Design cnt_seq_ctrl_flat, sky130hd; sources not shown.
==> images/flops_by_reg.png <==
Scale bar: 20 microns. Other sequential cells in the stronger gray, the rest of the logic in the fainter gray.
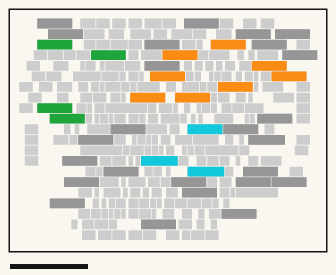
color	signal	sequential cells
orange	u_core.r_wraps	8
cyan	u_core.r_state	3
green	u_core.r_arg	4
not colored	25
sequential standard cell area: 0.00100 sq mm
Final Util: 0.700

==> images/congestion.png <==
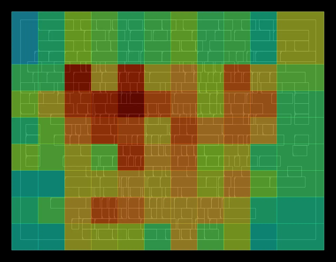
Most Used Layer, Global Route: met2
met1 layer usage reported by global route: 0.339
total track usage: 0.232
fraction of met2 tracks used by global routing: 0.351

==> out/metrics.cfg <==
[clock_tree]
clock_tree.buffer_depth = 2
clk_pin_slew_ns = 0.08
root_buffer = sky130_fd_sc_hd__clkbuf_8
post_cts_resized = 0

[worst_setup_path]
crit_path_max_incr_delay_ns = 0.48
worst-r2r-setup-slack_ns = 0.52
critical_path.max_fanout = 7
worst-setup-path-type = flip-flop to primary output
setup.worst_path.end_class = primary output

[logic_synthesis]
mux_share = 0.110
synthesis.area_sq_mm = 0.00233
post_synth_main_area_contributors = sky130_fd_sc_hd__dfrtp_1, sky130_fd_sc_hd__mux2_4, sky130_fd_sc_hd__mux2_2, sky130_fd_sc_hd__a21o_1, sky130_fd_sc_hd__ha_1
largest_area_cell = sky130_fd_sc_hd__dfrtp_1
synthAoiAreaFrac = 0.204
synth_area_per_cell_sq_um = 10.5
edf_count = 0
yosys.stat.chipArea_sq_mm = 0.00233
async_reset_ff_frac = 1.00

[flow_run]
tool_warnings = 26

[global_route]
grt_pass1_wl_mm = 8.87
overflow = 0

[finish]
final_common_cell = sky130_fd_sc_hd__clkdlybuf4s50_1
area_growth_pct = 31.9

[route]
viasPerCell = 5.94
dr.first_iter.drc_count = 179
routedWlPerCell_microns = 16.9

[power]
peakVddDrop_uv = 520
total_power_mw = 3.06

[timing]
worst_slack_ns = 0.0822
worst_slew_margin_rel = 0.401
fin_crit_sh = 0.969

[floorplanning]
dieHeight_microns = 62.0
floorplan.initialDensity = 0.531

[placement]
port_buffers = 43
dpl.hpwl_mm = 3.77

[status]
run_status = completed

==> power by group <==
group | total, mW | switching (mW) | internal, mW | leakage [nW]
sequential | 1.02 | 0.199 | 0.816 | 0.508
clock | 0.703 | 0.229 | 0.475 | 0.0784
combinational | 1.34 | 0.660 | 0.681 | 0.778
total | 3.06 | 1.09 | 1.97 | 1.36
==> per-layer routing <==
metal,track usage,share of wire,vias to the layer above
li1,-,-,939
met1,0.339,0.47,955
met2,0.351,0.46,89
met3,0.0434,0.049,13
met4,0.0751,0.018,0
met5,0,0,-
==> logic make-up after synthesis <==
kind of cell / Yosys count
simple gates: 65
flops: 40
mux: 20
compound gates: 65
buf+inv: 20
fa+ha+maj: 7
xor+xnor: 4
==> per-stage QoR <==
| step | hold slack (ns) | utilization |
|---|---|---|
| 5_1_grt | 0.413 | 0.700 |
| 3_5_place_dp | 0.473 | 0.656 |
| 6_report | 0.353 | 0.700 |
| 3_3_place_gp | 0.470 | 0.656 |
| 2_1_floorplan | 0.230 | - |
| 4_1_cts | 0.382 | 0.692 |
==> worst register-to-register path, stage by stage (launching register included) <==
cell and delay [ns]:
sky130_fd_sc_hd__dfrtp_1 0.57, sky130_fd_sc_hd__nand3_1 0.13, sky130_fd_sc_hd__o21ai_0 0.12, sky130_fd_sc_hd__ha_1 0.26
sky130_fd_sc_hd__ha_1 0.23, sky130_fd_sc_hd__nand2_1 0.08, sky130_fd_sc_hd__or3_1 0.31, sky130_fd_sc_hd__a21oi_1 0.19
sky130_fd_sc_hd__mux2_4 0.18
==> final cells by class <==
cell class	instances	share of cell area
Multi-Input combinational cell	161	0.404
Sequential cell	40	0.327
Timing Repair Buffer	59	0.179
Clock inverter	3	0.0293
Tap cell	57	0.0232
Clock buffer	5	0.0224
Inverter	11	0.0151
Power and IR drop assume default switching activity.
